--- src/rtl/wb_rr_arbiter_pkg.sv ---
// Shared types for the round-robin Wishbone arbiter:
// FSM encoding, CTI/BTE codes and an index-width helper.
package wb_rr_arbiter_pkg;

   typedef enum logic [1:0] {
      ST_IDLE  = 2'd0,
      ST_OWNED = 2'd1,
      ST_ABORT = 2'd2
   } arb_state_e;

   localparam logic [2:0] CTI_CLASSIC = 3'b000;
   localparam logic [2:0] CTI_CONST   = 3'b001;
   localparam logic [2:0] CTI_INCR    = 3'b010;
   localparam logic [2:0] CTI_EOB     = 3'b111;

   localparam logic [1:0] BTE_LINEAR  = 2'b00;
   localparam logic [1:0] BTE_WRAP4   = 2'b01;
   localparam logic [1:0] BTE_WRAP8   = 2'b10;
   localparam logic [1:0] BTE_WRAP16  = 2'b11;

   function automatic int idx_w(input int n);
      return (n > 1) ? $clog2(n) : 1;
   endfunction

endpackage

--- src/rtl/wb_rr_arbiter_pick.sv ---
// Combinational round-robin picker: first requester
// after last_i, wrapping, as one-hot grant plus index.
module wb_rr_pick
   import wb_rr_arbiter_pkg::*;
#(
   parameter int NUM_MASTERS = 2,
   parameter int IW          = idx_w(NUM_MASTERS)
) (
   input  logic [NUM_MASTERS-1:0] req_i,
   input  logic [IW-1:0]          last_i,
   output logic [NUM_MASTERS-1:0] gnt_o,
   output logic [IW-1:0]          idx_o,
   output logic                   valid_o
);

   logic          found;
   logic [IW:0]   sum;
   logic [IW-1:0] j;

   always_comb begin
      gnt_o = '0;
      idx_o = '0;
      found = 1'b0;
      sum   = '0;
      j     = '0;
      // i = NUM_MASTERS lands on last_i itself, so it is tried last
      for (int i = 1; i <= NUM_MASTERS; i++) begin
         sum = {1'b0, last_i} + (IW+1)'(i);
         if (sum >= (IW+1)'(NUM_MASTERS))
            sum = sum - (IW+1)'(NUM_MASTERS);
         j = sum[IW-1:0];
         if (!found && req_i[j]) begin
            found    = 1'b1;
            gnt_o[j] = 1'b1;
            idx_o    = j;
         end
      end
   end

   assign valid_o = |req_i;

endmodule

--- src/rtl/wb_rr_arbiter.sv ---
// Round-robin Wishbone B3 classic arbiter with bus lock
// while cyc is held and a per-grant stall watchdog.
module wb_rr_arbiter
   import wb_rr_arbiter_pkg::*;
#(
   parameter int NUM_MASTERS = 2,
   parameter int AW          = 32,
   parameter int DW          = 32,
   parameter int TIMEOUT     = 255
) (
   input  logic                        wb_clk_i,
   input  logic                        wb_rst_i,
   input  logic [NUM_MASTERS*AW-1:0]   m_adr_i,
   input  logic [NUM_MASTERS*DW-1:0]   m_dat_i,
   input  logic [NUM_MASTERS*DW/8-1:0] m_sel_i,
   input  logic [NUM_MASTERS-1:0]      m_we_i,
   input  logic [NUM_MASTERS-1:0]      m_cyc_i,
   input  logic [NUM_MASTERS-1:0]      m_stb_i,
   input  logic [NUM_MASTERS*3-1:0]    m_cti_i,
   input  logic [NUM_MASTERS*2-1:0]    m_bte_i,
   output logic [DW-1:0]               m_dat_o,
   output logic [NUM_MASTERS-1:0]      m_ack_o,
   output logic [NUM_MASTERS-1:0]      m_err_o,
   output logic [AW-1:0]               s_adr_o,
   output logic [DW-1:0]               s_dat_o,
   output logic [DW/8-1:0]             s_sel_o,
   output logic                        s_we_o,
   output logic                        s_cyc_o,
   output logic                        s_stb_o,
   output logic [2:0]                  s_cti_o,
   output logic [1:0]                  s_bte_o,
   input  logic [DW-1:0]               s_dat_i,
   input  logic                        s_ack_i,
   input  logic                        s_err_i,
   output logic [NUM_MASTERS-1:0]      grant_o,
   output logic                        timeout_o
);

   localparam int   N     = NUM_MASTERS;
   localparam int   SW    = DW / 8;
   localparam int   IW    = idx_w(N);
   localparam int   CW    = (TIMEOUT > 0) ? $clog2(TIMEOUT + 1) : 1;
   localparam int   TLIM  = (TIMEOUT > 0) ? TIMEOUT - 1 : 0;
   localparam logic WD_EN = (TIMEOUT > 0);

   arb_state_e    state_q, state_d;
   logic [N-1:0]  grant_q, grant_d;
   logic [IW-1:0] last_q, last_d;
   logic [CW-1:0] cnt_q, cnt_d;

   logic [N-1:0]  pick_gnt;
   logic [IW-1:0] pick_idx;
   logic          pick_vld;
   logic          owned;
   logic          own_cyc;
   logic          stall;
   logic          wd_fire;

   wb_rr_pick #(
      .NUM_MASTERS (N),
      .IW          (IW)
   ) u_pick (
      .req_i   (m_cyc_i),
      .last_i  (last_q),
      .gnt_o   (pick_gnt),
      .idx_o   (pick_idx),
      .valid_o (pick_vld)
   );

   assign owned   = (state_q == ST_OWNED);
   assign own_cyc = m_cyc_i[last_q];

   always_comb begin
      s_adr_o = '0;
      s_dat_o = '0;
      s_sel_o = '0;
      s_we_o  = 1'b0;
      s_cyc_o = 1'b0;
      s_stb_o = 1'b0;
      s_cti_o = CTI_CLASSIC;
      s_bte_o = BTE_LINEAR;
      if (owned) begin
         s_adr_o = m_adr_i[int'(last_q)*AW +: AW];
         s_dat_o = m_dat_i[int'(last_q)*DW +: DW];
         s_sel_o = m_sel_i[int'(last_q)*SW +: SW];
         s_cti_o = m_cti_i[int'(last_q)*3 +: 3];
         s_bte_o = m_bte_i[int'(last_q)*2 +: 2];
         s_we_o  = m_we_i[last_q];
         s_cyc_o = m_cyc_i[last_q];
         s_stb_o = m_stb_i[last_q];
      end
   end

   // ack on the expiry cycle suppresses the abort
   assign stall   = s_cyc_o & s_stb_o & ~s_ack_i & ~s_err_i;
   assign wd_fire = WD_EN & stall & (cnt_q == CW'(TLIM));

   assign m_dat_o   = s_dat_i;
   assign m_ack_o   = owned ? (grant_q & {N{s_ack_i}}) : '0;
   assign m_err_o   = owned ? (grant_q & {N{s_err_i | wd_fire}}) : '0;
   assign grant_o   = grant_q;
   assign timeout_o = wd_fire;

   always_comb begin
      state_d = state_q;
      grant_d = grant_q;
      last_d  = last_q;
      cnt_d   = '0;
      case (state_q)
         ST_IDLE: begin
            if (pick_vld) begin
               state_d = ST_OWNED;
               grant_d = pick_gnt;
               last_d  = pick_idx;
            end
         end
         ST_OWNED: begin
            if (!own_cyc) begin
               state_d = ST_IDLE;
               grant_d = '0;
            end else if (wd_fire) begin
               state_d = ST_ABORT;
            end else if (stall && WD_EN) begin
               cnt_d = cnt_q + CW'(1);
            end
         end
         ST_ABORT: begin
            if (!own_cyc) begin
               state_d = ST_IDLE;
               grant_d = '0;
            end
         end
         default: begin
            state_d = ST_IDLE;
            grant_d = '0;
         end
      endcase
   end

   always_ff @(posedge wb_clk_i or posedge wb_rst_i) begin
      if (wb_rst_i) begin
         state_q <= ST_IDLE;
         grant_q <= '0;
         last_q  <= IW'(N - 1);
         cnt_q   <= '0;
      end else begin
         state_q <= state_d;
         grant_q <= grant_d;
         last_q  <= last_d;
         cnt_q   <= cnt_d;
      end
   end

endmodule
--- config.mk ---
export PLATFORM = sky130hd
export DESIGN_NAME = wb_rr_arbiter
export DESIGN_NICKNAME = d
export VERILOG_FILES = /design/src/rtl/wb_rr_arbiter_pkg.sv /design/src/rtl/wb_rr_arbiter_pick.sv /design/src/rtl/wb_rr_arbiter.sv
export SDC_FILE = /design/constraint.sdc
export NUM_CORES = 1
export LEC_CHECK = 0
export ABC_AREA = 1
export CORE_AREA = 4 4 115 117
export DETAILED_ROUTE_END_ITERATION = 7
export DIE_AREA = 0 0 119 121
export SLEW_MARGIN = 10
export SYNTH_ARGS = -nofsm -noshare
export SYNTH_HDL_FRONTEND = slang
export SYNTH_SLANG_ARGS = --single-unit
export TNS_END_PERCENT = 50
--- constraint.sdc ---
create_clock -name wb_clk_i -period 3.4 [get_ports wb_clk_i]
set_clock_uncertainty 0.2 [all_clocks]
set_input_delay 0.68 -clock wb_clk_i [delete_from_list [all_inputs] [get_ports wb_clk_i]]
set_output_delay 0.68 -clock wb_clk_i [all_outputs]
set_load 0.1 [all_outputs]
Run 1, logic cells by family:
Scale bar: 20 um.
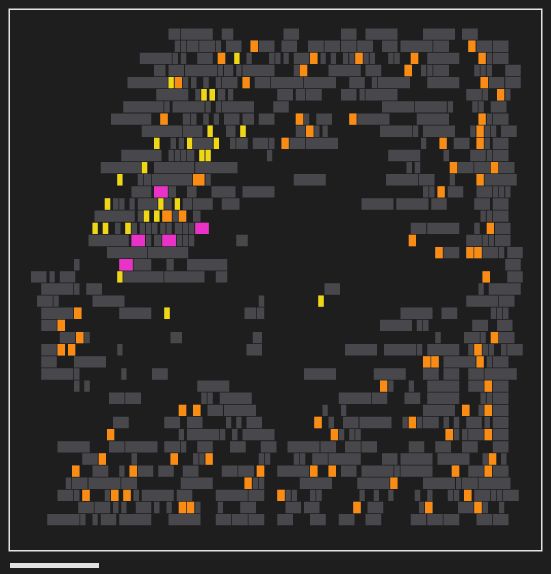
Key: inverting AOI/OAI gates = orange [cells 80, most used o21ai_0, where widely spread]; XOR/XNOR gates = magenta [cells 5, most used xor2_1]; inverters = yellow [cells 24, most used inv_1]
Layout Cells excl Fill: 761
Comb area share: 26.10%
most instantiated logic cell after routing: nor2_1

Run 1, cell classes on the final placement:
Scale bar: 20 um.
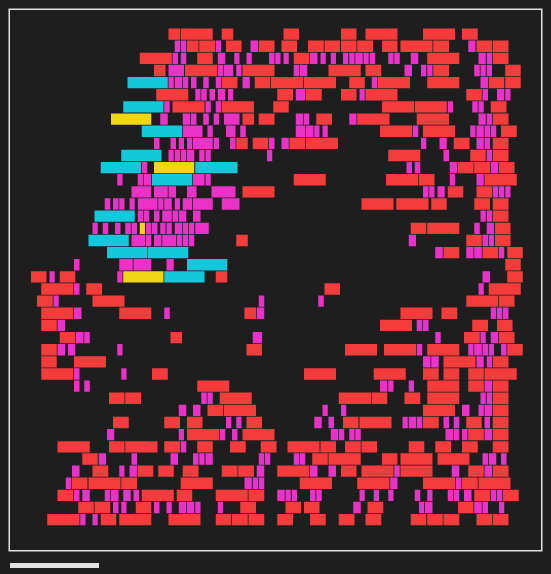
Key: other buffers and delay cells = red [cells 244, share of their area 63%]; combinational and other logic = magenta [cells 328, share of their area 29%]; clock drivers and dummy loads = yellow [cells 4, share of their area 1.5%]; flops = cyan [cells 13, share of their area 6.4%]
post-route cell area: 5303 um^2
core area: 12360 um^2
placement row count: 41

Run 1, floorplan with the power grid:
Pins as bars on the die edge. Tap cells in grey.
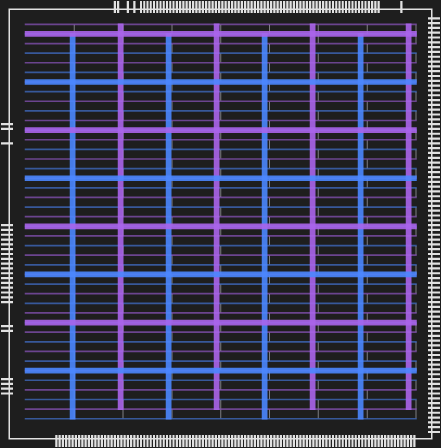
Key: VDD = purple; VSS = blue
8 straps on met4. The core has 41 rows. 303 signal pins sit on the boundary. 42 met1 rails follow the rows.
chip width: 119 um
Chip Height: 121 um

Run 1, clock routing:
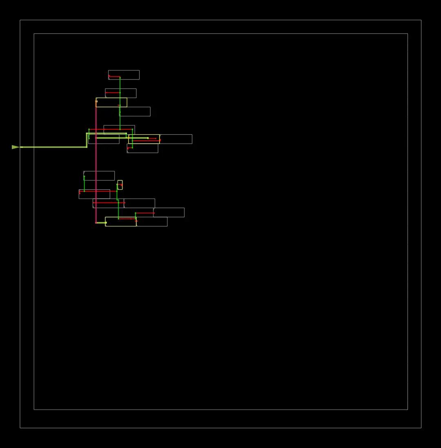
clk ins delay skew pair: 0.24 ns
Seq cells: 13
# clk buffers: 4

==> impl_metrics.py, run 1 <==
# Physical implementation metrics
metrics = {
    "outcome": {
        "status": "completed",
    },
    "routing": {
        "drt_wl_total_um": 12200,
        "drt.antenna.violating_nets": 0,
        "first_iter_violations": 119,
        "avgViaCountPerCell": 4.159,
        "drt-pass1-iter-count": 6,
        "vias": 3165,
        "wl_met3_um": 943,
        "post_drt_wl_per_cell_um": 16.03,
        "met1Wirelength_um": 4435,
        "top_layer_used": "met4",
    },
    "clock_network": {
        "hold_buffers": 0,
        "cts_tree": "built",
        "cts_buffer_depth": 2,
        "clk_pin_slew_ns": 0.04,
    },
    "final_layout": {
        "antenna_cells": 0,
        "num-nets-final": 784,
        "final_util_pct": 42.89,
        "areaGrowthSynthToFinish_pct": 149.0,
        "drive_gt1_share_pct": 18.51,
    },
    "worst_setup_path": {
        "r2r-end": "state_q[0]$_DFFE_PP0P_",
        "crit_cells": 10,
        "cp_data_arrival_time_ns": 2.32,
        "path_delay_family": "buffers and inverters",
        "r2r_start": "last_q$_DFFE_PP1P_",
        "path_buffers": 3,
        "path_cells": "clkdlybuf4s50_1 > nand2_2 > nand2_2 > nand3_2 > nor2_4 > nand2_2 > inv_2 > nor2_1 > nor2_1 > buf_12",
        "cp-start-kind": "input pin",
        "reg2regPathDepth": 8,
        "endpoint": "m_err_o[1]",
        "r2r_setup_slack_ns": 1.56,
        "crit_start": "m_cyc_i[1]",
        "slowest_stage": "clkdlybuf4s50_1",
        "max_stage_delay_ns": 0.53,
    },
    "grt": {
        "grt_pass1_wl_um": 18220,
        "antenna_found_initial": 0,
        "grtUsageMet3_pct": 4.522,
        "first_global_vias": 3139,
        "gr-max-usage-layer": "met2",
    },
    "placed_design": {
        "place_area_um2": 5224,
        "dpl.cell_count": 757,
        "gp_congestion": 0.8279,
        "dp_hpwl_um": 10080,
    },
    "min_path": {
        "hold_class": "flop to flop",
        "hold_path_depth": 2,
        "hold_end": "state_q[1]$_DFFE_PP0P_",
    },
    "die": {
        "ioPinCount": 303,
        "die-area_um2": 14400,
    },
    "yosys": {
        "yosys_cells": 397,
        "syn_inst": 397,
        "fp_nets": 591,
        "synth-seq-cells": 13,
        "yosysSeqAreaShare_pct": 15.33,
        "synth_chip_area_um2": 2130,
        "yosys-top-cells-area": "nor2_1 (29%), o21ai_0 (18%), dfrtp_1 (14%)",
        "syn_area_um2": 2130,
        "ys_types": 23,
    },
    "run": {
        "warning_count": 31,
    },
    "sta": {
        "worst_slack_ns": 0.2021,
        "hold_viol": 0,
        "slew_headroom_pct": 60.53,
        "finalSetupTns_ns": 0,
    },
}
-- run 1: cell usage in the layout (no fill, tap or decap), drive strengths merged --
cell,count
nor3,3
a21boi,1
clkdlybuf4s50,155
ha,6
nor2,165
nand3,10
nand2,34
clkbuf,4
inv,24
o21ai,75
a31oi,1
or2,1
dfstp,1
xor2,5
dfrtp,12
a21oi,3
buf,89
-- run 1: cell type report --
cell class	instances	share of cell area (%)
clock buffer	4	1.487
inverter	24	1.699
multi-input combinational	304	26.10
sequential	13	6.159
tap	172	4.059
timing repair buffer	244	60.50
-- run 1: cells by family after synthesis --
| group | synth area share [%] |
|---|---|
| DFF | 15.34 |
| and+or+nand+nor | 39.84 |
| buffers and inverters | 20.27 |
| AOI/OAI and AO/OA | 18.98 |
| adders and majority gates | 3.525 |
| xor gates and xnor gates | 2.056 |
-- run 1: tightest hold or removal path: stages, from the launching register on --
cell	delay, ns
dfrtp_1	0.36
nand2_1	0.06
nand2_1	0.05
-- run 1: registers in the layout, summed over array words and instances (netlist names) --
signal	count
cnt_q	8
grant_o	2
last_q	1
state_q	2
-- run 1: cell usage after synthesis, drive strengths merged --
cell	count
inv	24
nand3	10
a21boi	1
clkbuf	17
dfstp	1
o21ai	75
nand2	34
nor3	3
nor2	165
dfrtp	12
buf	39
a31oi	1
a21oi	3
ha	6
xor2	5
or2	1
## Run 2: what changed since run 1
CORE_AREA = 4 4 117 119   (was 4 4 115 117)
DIE_AREA = 0 0 121 123   (was 0 0 119 121)
SYNTH_HIERARCHICAL = 1   (was unset)
Run 2, floorplan with the power grid:
Pins as bars on the die edge. Tap cells in grey.
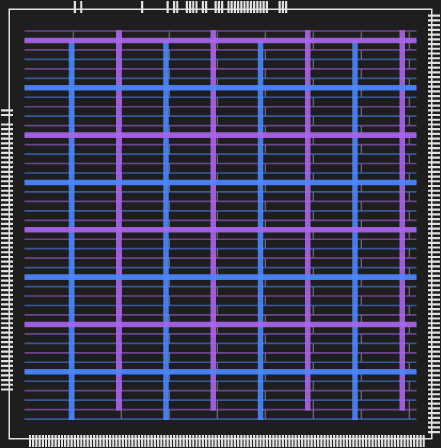
Key: VSS = blue; VDD = purple
8 straps on met4. 42 met1 rails follow the rows. 303 signal pins sit on the boundary. 172 tap cells. 8 straps on met5.
chip width: 121 um
core area: 12570 um^2
Chip Height: 123 um

==> run 2 against run 1 <==
  * Cell count down 0.13%
  * Area after synthesis up 4.3%
  * Flip-flop count unchanged
  * Core utilization up 0.19 points
  * Design area up 2.1%
  * First-iteration DRC count up 62%
  * Clock-buffer cell count unchanged
  * Largest cell class unchanged
  * Register-to-register slack worse by 0.07 ns
  * Die size up 3.4%
  * Worst hold slack better by 0.018 ns
==> impl_metrics.py, run 2 <==
# Physical implementation metrics
metrics = {
    "outcome": {
        "status": "completed",
    },
    "final_layout": {
        "clockBufferCount": 4,
        "num-nets-final": 783,
        "n_fill_cell": 1261,
        "buffers": 244,
        "comb_area_share_pct": 27.02,
        "drive_gt1_share_pct": 19.22,
        "final_cell_area_um2": 5414,
        "areaGrowthSynthToFinish_pct": 143.8,
        "lay_top_count": "nor2_1",
        "dominant_cells": "non-clock buffers",
        "antenna_cells": 0,
        "flops": 13,
        "final_util_pct": 43.08,
        "nonClkBufAreaFrac_pct": 59.72,
        "largest_register_ff_count": 8,
        "logic_area_um2": 1463,
        "lay_top_cells": "nor2_1 (159), clkdlybuf4s50_1 (155), buf_12 (81), o21ai_0 (66), inv_1 (23)",
        "comb_cells": 301,
        "top_register": "cnt_q",
        "num-nonclk-inverters": 26,
        "sh_seq_area_pct": 6.032,
        "fin_cells": 760,
        "clk_share_pct": 1.456,
    },
    "grt": {
        "grt_pass1_wl_um": 17490,
        "antenna_found_initial": 0,
        "first_global_vias": 3115,
    },
    "worst_setup_path": {
        "cp_data_arrival_time_ns": 2.27,
        "slowest_stage": "clkdlybuf4s50_1",
        "reg2regPathDepth": 9,
        "path_cells": "clkdlybuf4s50_1 > inv_1 > nand2_2 > nand3_2 > nor2_2 > nand3_2 > nand2_1 > nand2_1 > nor2_1 > buf_12",
        "max_stage_delay_ns": 0.55,
        "cp-start-kind": "input pin",
    },
    "die": {
        "die-area_um2": 14880,
        "taps": 172,
        "rows": 41,
        "ioPinCount": 303,
    },
    "yosys": {
        "synthTopCellsByCount": "nor2_1 (159), o21ai_0 (66), buf_4 (32), inv_1 (23), nand2_1 (20)",
        "syn_area_um2": 2221,
        "synth-edff-count": 0,
        "synth_chip_area_um2": 2221,
        "synthArstFlopShare_pct": 100.0,
        "yosys_cells": 396,
        "yosys-top-cells-area": "nor2_1 (27%), o21ai_0 (15%), dfrtp_1 (14%)",
        "ys_types": 29,
        "yosysSeqAreaShare_pct": 14.70,
        "fp_nets": 590,
        "top_cell": "nor2_1",
        "syn_inst": 396,
        "synth-seq-cells": 13,
        "synthFlopType": "dfrtp_1",
    },
    "routing": {
        "drt_wl_total_um": 12080,
        "avgViaCountPerCell": 4.208,
        "post_drt_wl_per_cell_um": 15.90,
        "first_iter_violations": 193,
        "drt-pass1-iter-count": 4,
        "drt.antenna.violating_nets": 0,
        "vias": 3198,
    },
    "min_path": {
        "hold_path_depth": 2,
        "hold_class": "flop to flop",
    },
    "clock_network": {
        "cts_tree": "built",
        "hold_buffers": 0,
        "clk_pin_slew_ns": 0.05,
        "cts_buffers": 3,
        "cts_buffer_depth": 2,
    },
    "sta": {
        "finalSetupTns_ns": 0,
        "whs_ns": 0.3214,
        "slew_headroom_pct": 64.33,
    },
    "placed_design": {
        "dp_hpwl_um": 10210,
        "place_area_um2": 5335,
        "gp_congestion": 0.8158,
        "dpl.cell_count": 756,
    },
    "run": {
        "warning_count": 31,
    },
}
Run 2, routed clock nets over the placement:
Scale bar: 20 um.
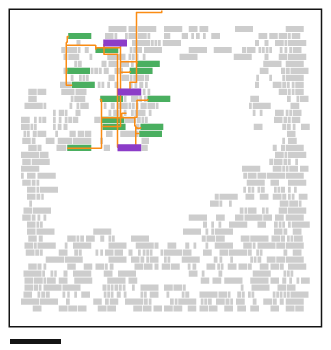
Key: clock wires = orange [length 273 um]; clock drivers = purple [count 3]; flip-flops = green [count 13]
There are 4 routed clock nets.
clk ins delay skew pair: 0.25 ns

run 2: netlist changes by cell type after synthesis, moves of 4 or more:
cell	delta
nor2_1	-4
o21ai_1	+10
nand2_1	-10
nand3b_1	+4
o21ai_0	-9
buf_2	+4
run 2: logic make-up after synthesis:
family	after synthesis	share of synthesized area, %
compound gates	83	20.06
fa+ha+maj	6	3.380
flops	13	14.70
buf+inv	82	20.00
simple gates	207	39.89
xor+xnor	5	1.972
run 2: routing by layer:
metal / routed length (um) / vias up / track usage (%)
met5: 0 / - / 0
li1: - / 1601 / -
met4: 360 / 0 / 5.099
met2: 6052 / 147 / 28.59
met3: 1043 / 41 / 3.797
met1: 4624 / 1409 / 16.06
run 2: worst max-delay path: cells and delay by family:
family	cells	cell delay, ns
buf+inv	3	0.83
simple gates	7	0.76
run 2: final timing paths:
kind / startpoint / endpoint / slack [ns]
min in group asynchronous: wb_rst_i / grant_o[1]$_DFFE_PP0P_ / 0.57
worst max register to register: state_q[1]$_DFFE_PP0P_ / state_q[0]$_DFFE_PP0P_ / 1.49
worst max-delay path: m_cyc_i[0] / m_err_o[1] / 0.25
worst min-delay path: state_q[1]$_DFFE_PP0P_ / state_q[1]$_DFFE_PP0P_ / 0.32
max in group asynchronous: wb_rst_i / last_q$_DFFE_PP1P_ / 2.06
worst min register to register: state_q[1]$_DFFE_PP0P_ / state_q[1]$_DFFE_PP0P_ / 0.32
## Run 3: what changed since run 2
CORE_AREA = 2 2 118 120   (was 4 4 117 119)
DIE_AREA = 0 0 120 122   (was 0 0 121 123)
Run 3, logic cells by family:
Scale bar: 20 um.
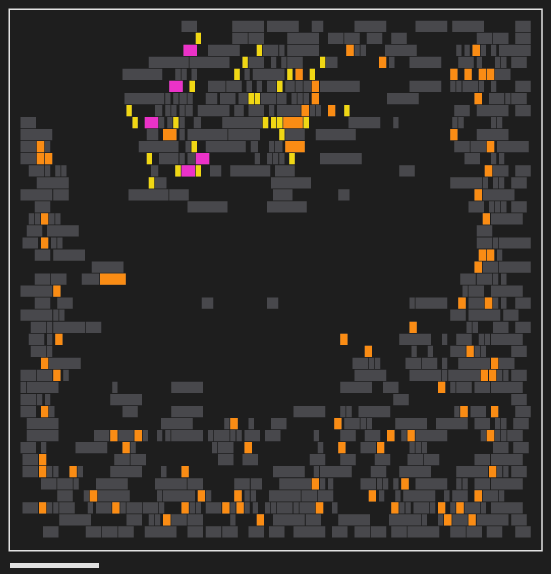
Key: XOR/XNOR gates = magenta [cells 5, most used xor2_1]; inverters = yellow [cells 26, most used inv_1, where top centre]; inverting AOI/OAI gates = orange [cells 83, most used o21ai_0, where widely spread]
Layout Cells excl Fill: 767
Comb area share: 26.94%

==> run 3 against run 2 <==
  * Maximum frequency up 0.16%
  * Core utilization down 2.9 points
  * Synthesized cell count unchanged
  * Sequential share of layout area about the same
  * Critical endpoint is now m_err_o[0]
  * Worst hold slack worse by 0.015 ns
  * Via count up 0.34%
  * First-iteration DRC count down 23%
  * Highest routed layer unchanged
  * Clock-buffer cell count unchanged
  * Cell count up 0.92%
  * Die size down 1.6%
  * Critical path type unchanged
==> impl_metrics.py, run 3 <==
# Physical implementation metrics
metrics = {
    "run": {
        "warning_count": 31,
    },
    "sta": {
        "finalSetupTns_ns": 0,
        "slew_headroom_pct": 65.79,
        "hold_viol": 0,
    },
    "placed_design": {
        "gp_congestion": 0.9066,
        "dp_hpwl_um": 9096,
        "io_buffers": 238,
        "dpl.cell_count": 763,
    },
    "routing": {
        "top_layer_used": "met4",
        "wl_met2_um": 5404,
        "met1Wirelength_um": 4333,
        "post_drt_wl_per_cell_um": 14.63,
        "drt_wl_total_um": 11230,
        "drt.antenna.violating_nets": 0,
        "vias": 3209,
        "drt-pass1-iter-count": 4,
        "avgViaCountPerCell": 4.184,
        "wl_met3_um": 997,
    },
    "yosys": {
        "yosys-top-cells-area": "nor2_1 (27%), o21ai_0 (15%), dfrtp_1 (14%)",
        "yosysSeqAreaShare_pct": 14.70,
        "syn_area_um2": 2221,
        "synthFlopType": "dfrtp_1",
        "synth-seq-cells": 13,
        "synth-edff-count": 0,
        "top_cell": "nor2_1",
        "synth_chip_area_um2": 2221,
        "fp_nets": 590,
        "ys_types": 29,
        "synthArstFlopShare_pct": 100.0,
        "yosys_cells": 396,
    },
    "clock_network": {
        "cts_buffer_depth": 2,
        "clock_sinks": 13,
        "hold_buffers": 0,
        "clk_pin_slew_ns": 0.05,
    },
    "worst_setup_path": {
        "cp-start-kind": "input pin",
        "slowest_stage": "clkdlybuf4s50_1",
        "cp_data_arrival_time_ns": 2.26,
        "max_stage_delay_ns": 0.55,
        "path_cells": "clkdlybuf4s50_1 > inv_1 > nand2_2 > nand3_2 > nor2_2 > nand3_2 > nand2_1 > nand2_1 > nor2_1 > buf_12",
        "path_buffers": 3,
        "path_delay_family": "buffers and inverters",
    },
    "grt": {
        "use_met2_pct": 26.03,
        "gr-max-usage-layer": "met2",
        "first_global_vias": 3181,
        "grt_pass1_wl_um": 17180,
        "antenna_found_initial": 0,
        "met1_usage_pct": 16.63,
        "grtUsageMet3_pct": 3.418,
    },
    "die": {
        "ioPinCount": 303,
        "dieWidth_um": 120,
        "die_h_um": 122,
        "die-area_um2": 14640,
        "rows": 43,
        "fp.coreArea_um2": 13500,
    },
    "min_path": {
        "hold_class": "flop to flop",
    },
    "outcome": {
        "status": "completed",
    },
    "final_layout": {
        "drive_gt1_share_pct": 19.08,
        "final_util_pct": 40.20,
        "largest_register_ff_count": 8,
        "top_register": "cnt_q",
        "lay_top_count": "nor2_1",
        "lay_top_cells": "nor2_1 (159), clkdlybuf4s50_1 (155), buf_12 (82), o21ai_0 (66), inv_1 (23)",
        "num-nets-final": 782,
        "areaGrowthSynthToFinish_pct": 144.5,
    },
}
Run 3, clock routing:
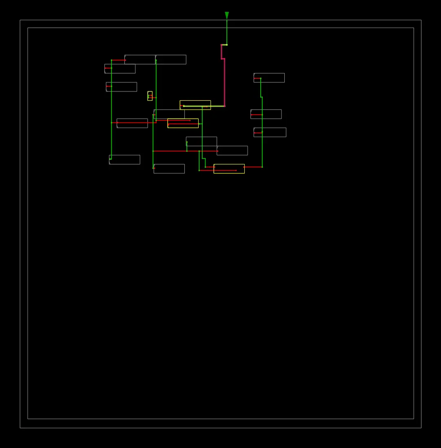
CTS buffer count: 3
clk ins delay skew pair: 0.24 ns

run 3: cell counts after synthesis:
No cell type changed its count.
run 3: path summary, 6_finish.rpt:
kind	from	to	slack, ns	cells after the start
setup / recovery	m_cyc_i[0]	m_err_o[0]	0.26	10
hold / removal	state_q[1]$_DFFE_PP0P_	state_q[1]$_DFFE_PP0P_	0.31	2
setup reg to reg	state_q[1]$_DFFE_PP0P_	state_q[1]$_DFFE_PP0P_	1.40	9
hold reg to reg	state_q[1]$_DFFE_PP0P_	state_q[1]$_DFFE_PP0P_	0.31	2
max in group asynchronous	wb_rst_i	last_q$_DFFE_PP1P_	2.07	2
min in group asynchronous	wb_rst_i	cnt_q[6]$_DFF_PP0_	0.57	2
run 3: layout make-up:
class                      instances  area [um^2]
inverter                          26        97.59
multi-input combinational        301         1463
clock buffer                       4        78.83
timing repair buffer             243         3238
fill                            1323         8075
sequential                        13        326.6
tap                              180        225.2
run 3: stage by stage:
step	setup WS, ns	hold slack, ns	instance area, um^2
2_1_floorplan	-0.2269	0.2665	2231
5_1_grt	0.09329	0.3313	5429
4_1_cts	0.2481	0.3123	5429
3_3_place_gp	0.2606	0.2821	5350
6_report	0.2577	0.3066	5429
3_5_place_dp	0.2553	0.3012	5350
run 3: cells by family after synthesis:
family,after synthesis,synth area share [%]
compound gates,83,20.06
xor+xnor,5,1.972
fa+ha+maj,6,3.380
buf+inv,82,20.00
flops,13,14.70
simple gates,207,39.89
